--- src/rtl/gate_timer_pkg.sv ---
// gate_timer_pkg: shared state encoding and default width for the gate down-timer
package gate_timer_pkg;
  localparam int WIDTH_DEF = 8;
  typedef enum logic [1:0] {IDLE, RUN, DONE} state_t;
endpackage

--- src/rtl/load_down_counter.sv ---
// load_down_counter: loadable down-counter that saturates at zero
module load_down_counter
  import gate_timer_pkg::*;
#(
  parameter int WIDTH = WIDTH_DEF
) (
  input  logic             clk,
  input  logic             reset,
  input  logic             load,
  input  logic [WIDTH-1:0] load_val,
  input  logic             dec,
  output logic [WIDTH-1:0] value,
  output logic             zero
);
  logic [WIDTH-1:0] r_value;
  // load has priority over dec; dec at zero holds so the value never wraps
  always_ff @(posedge clk) begin
    if (reset) r_value <= '0;
    else if (load) r_value <= load_val;
    else if (dec && r_value != '0) r_value <= r_value - WIDTH'(1);
  end
  assign value = r_value;
  assign zero  = r_value == '0;
endmodule

--- src/rtl/gate_down_timer.sv ---
// gate_down_timer: opens a gate window of load_val cycles, then pulses done; GATE_DOWN_TIMER_RELOAD_EN adds repeat_en auto-reload
module gate_down_timer
  import gate_timer_pkg::*;
#(
  parameter int WIDTH = WIDTH_DEF
) (
  input  logic             clk,
  input  logic             reset,
  input  logic             start,
  input  logic             abort,
`ifdef GATE_DOWN_TIMER_RELOAD_EN
  input  logic             repeat_en,
`endif
  input  logic [WIDTH-1:0] load_val,
  output logic [WIDTH-1:0] count,
  output logic             gate,
  output logic             busy,
  output logic             done
);
  state_t           r_state, w_next;
  logic             w_load, w_dec, w_zero;
  logic [WIDTH-1:0] w_load_val, w_count;
  logic             r_gate, r_busy, r_done;
`ifdef GATE_DOWN_TIMER_RELOAD_EN
  logic [WIDTH-1:0] r_period;
  // window length remembered for auto-reload
  always_ff @(posedge clk) begin
    if (reset) r_period <= '0;
    else if (r_state == IDLE && start && !abort) r_period <= load_val;
  end
`endif
  load_down_counter #(.WIDTH(WIDTH)) u_cnt (
    .clk      (clk),
    .reset    (reset),
    .load     (w_load),
    .load_val (w_load_val),
    .dec      (w_dec),
    .value    (w_count),
    .zero     (w_zero)
  );
  // next state and counter controls; abort beats start, RUN ends on the cycle count reaches 1
  always_comb begin
    w_next     = r_state;
    w_load     = 1'b0;
    w_dec      = 1'b0;
    w_load_val = load_val;
    case (r_state)
      IDLE: if (start && !abort) begin
        w_load = 1'b1;
        w_next = (load_val != '0) ? RUN : DONE;
      end
      RUN: if (abort) w_next = IDLE;
      else begin
        w_dec  = 1'b1;
        w_next = (w_zero || w_count == WIDTH'(1)) ? DONE : RUN;
      end
`ifdef GATE_DOWN_TIMER_RELOAD_EN
      DONE: if (repeat_en) begin
        w_load     = 1'b1;
        w_load_val = r_period;
        w_next     = (r_period != '0) ? RUN : DONE;
      end else w_next = IDLE;
`else
      DONE: w_next = IDLE;
`endif
      default: w_next = IDLE;
    endcase
  end
  // state register
  always_ff @(posedge clk) begin
    if (reset) r_state <= IDLE;
    else r_state <= w_next;
  end
  // outputs registered from the next state so they line up with the state they describe
  always_ff @(posedge clk) begin
    if (reset) begin
      r_gate <= 1'b0;
      r_busy <= 1'b0;
      r_done <= 1'b0;
    end else begin
      r_gate <= w_next == RUN;
      r_busy <= w_next != IDLE;
      r_done <= w_next == DONE;
    end
  end
  assign count = w_count;
  assign gate  = r_gate;
  assign busy  = r_busy;
  assign done  = r_done;
endmodule
--- config.mk ---
export PLATFORM = sky130hd
export DESIGN_NAME = gate_down_timer
export DESIGN_NICKNAME = d
export VERILOG_FILES = /design/src/rtl/gate_timer_pkg.sv /design/src/rtl/load_down_counter.sv /design/src/rtl/gate_down_timer.sv
export SDC_FILE = /design/constraint.sdc
export NUM_CORES = 1
export LEC_CHECK = 0
export CORE_ASPECT_RATIO = 0.9
export CORE_UTILIZATION = 45
export CTS_BUF_LIST = sky130_fd_sc_hd__clkbuf_16
export DETAILED_ROUTE_END_ITERATION = 10
export HOLD_SLACK_MARGIN = 0.05
export PLACE_DENSITY = 0.78
export SLEW_MARGIN = 30
export SYNTH_ARGS = -nofsm -noshare
export SYNTH_HDL_FRONTEND = slang
export SYNTH_SLANG_ARGS = --single-unit
--- constraint.sdc ---
create_clock -name clk -period 3.33 [get_ports clk]
set_input_delay 0.666 -clock clk [delete_from_list [all_inputs] [get_ports clk]]
set_output_delay 0.666 -clock clk [all_outputs]
set_load 0.01 [all_outputs]
Signal wires on met1:
Bar = 10 um. Supply wires on this layer in grey.
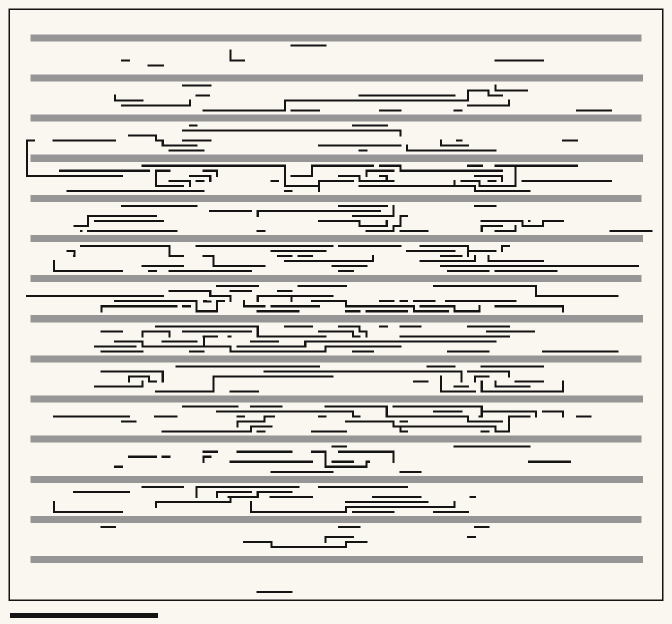
The layer carries 852 um of wire. The layer holds 46% of the routed length. 97 nets have wire on it. The wires run mostly horizontal.
Vias: 755
detailed-route wire length: 1.86 mm

Met2 routing:
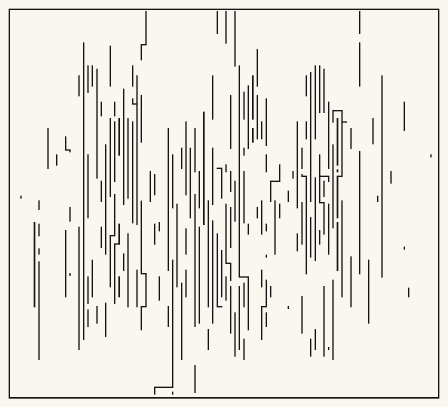
The longest straight run is 30.6 um. 108 nets have wire on it. The wires run mostly vertical. The layer carries 826 um of wire. The layer holds 44% of the routed length.
met2 track utilization from global routing: 39.0%

The metal 3 layer:
Bar = 10 um.
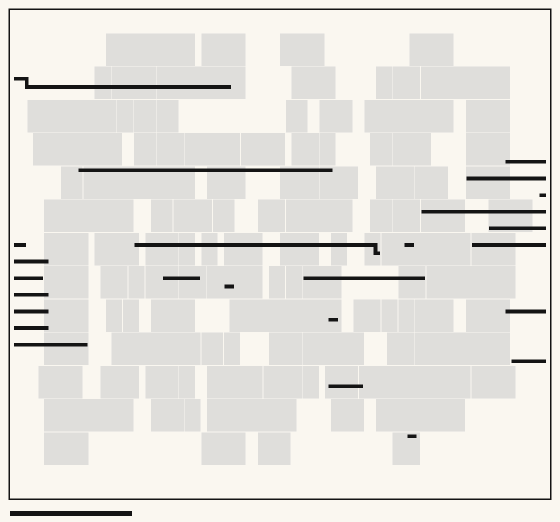
The layer carries 129 um of wire. The layer holds 6.9% of the routed length. The longest straight run is 20.5 um.
met3 capacity usage during global routing: 9.91%

==> flow.log <==
[flow] final metrics
INFO  metric yosys_area = 721 um^2
INFO  metric worst_path_largest_cell_delay = 570 ps
INFO  metric cp-endpoint = u_cnt.value[3]$_SDFFE_PP0P_
INFO  metric floorplan.nets = 96
INFO  metric worstSkewPairLatency = 240 ps
INFO  metric floorplan.core_area = 1460 um^2
INFO  metric area.share.sequential = 25.0%
INFO  metric placement.cell_area = 963 um^2
INFO  metric top_cell_area_share = 36.1%
INFO  metric post_cts_gate_resize_count = 0
INFO  metric number_of_antenna_violations_at_the_first_check_in_global_routing = 0
INFO  metric setup.worst_path.start = abort
INFO  metric mi_logic_area = 445 um^2
INFO  metric drt_iter0_markers = 26
INFO  metric finalNetCount = 123
INFO  metric cts_root_buffer = sky130_fd_sc_hd__clkbuf_16
INFO  metric cells_along_the_critical_path = clkdlybuf4s50_1 > or3b_1 > a31oi_1 > and4_1 > a311oi_1
INFO  metric global_route.usage.total = 25.1%
INFO  metric warnings = 28
INFO  metric min_period_over_period = 70.1%
INFO  metric sequential_cell_total = 13
INFO  metric number_of_i_o_port_buffers = 22
INFO  metric num-multi-input-gates = 64
INFO  metric reg2reg_setup_slack = 1370 ps
INFO  metric grt.busiest_layer = met2
INFO  metric highest_layer = met4
INFO  metric largest_cell_class = multi-input combinational cells
INFO  metric yosysWarnings = 0
INFO  metric power_dens_cells = 493 nW/um^2
INFO  metric vdd_drop_max = 0.360 mV
INFO  metric min_delay_path_depth = 1
INFO  metric firstDrtPassIters = 6
INFO  metric final_period_minus_worst_setup_slack = 2330 ps
INFO  metric clock_area_share = 7.56%
INFO  metric final_layout_size_suffix_gt1_share = 9.35%
INFO  metric synthesis.instances = 81
INFO  metric fp.dieArea = 1770 um^2
INFO  metric outcome = finished, final reports clean
INFO  metric drt-wirelength-per-cell = 15.2 um
INFO  metric setup.worst_path.start_class = input port
INFO  metric yosys.area.top_type = sky130_fd_sc_hd__dfxtp_1
INFO  metric grt_pass1_wl = 3.01 mm
INFO  metric synth.lib_cells_used.distinct = 33
INFO  metric critPathSlowestCell = sky130_fd_sc_hd__a31oi_1
INFO  metric numSynthFlops = 13
INFO  metric max_cap_violations = 0
INFO  metric ys_seq_share = 36.1%
INFO  metric pin_count = 23
INFO  metric critical_path_class = in -> reg
INFO  metric fillCellCount = 127
INFO  metric finalCoreUtilization = 71.2%
INFO  metric syn_to_final_growth = 44.6%
INFO  metric worstHoldEndpoint = u_cnt.value[1]$_SDFFE_PP0P_
INFO  metric rr_startpoint = u_cnt.value[0]$_SDFFE_PP0P_
INFO  metric r2r.worst_path.cells = 6
## registers in the layout, indices dropped and copies added, names as in the netlist
name         flops
u_cnt.value      8
r_state          2
busy             1
done             1
gate             1
## power by group
part	switching [uW]	total (uW)	internal, uW
sequential	13.0	179	166
clock	66.9	225	158
combinational	52.0	110	57.8
## logic make-up after synthesis
group / share of synthesized area, %
xor gates and xnor gates: 2.43
buffers and inverters: 2.08
DFF: 36.1
AOI/OAI and AO/OA: 25.7
adders and majority gates: 5.21
and+or+nand+nor: 28.5
## critical path: cells and delay by family
kind / cells / cell delay (ps)
simple gates: 2 / 700
compound gates: 2 / 620
buf+inv: 1 / 450
## through the flow
stage	hold WS (ps)	std cells	worst slack [ps]
floorplan	551	81	1440
global placement	505	118	831
detailed placement	509	118	779
CTS	519	122	1020
global route	544	122	944
finish	520	122	996
Power figures rest on the tool's default switching activity, not on a simulated workload.
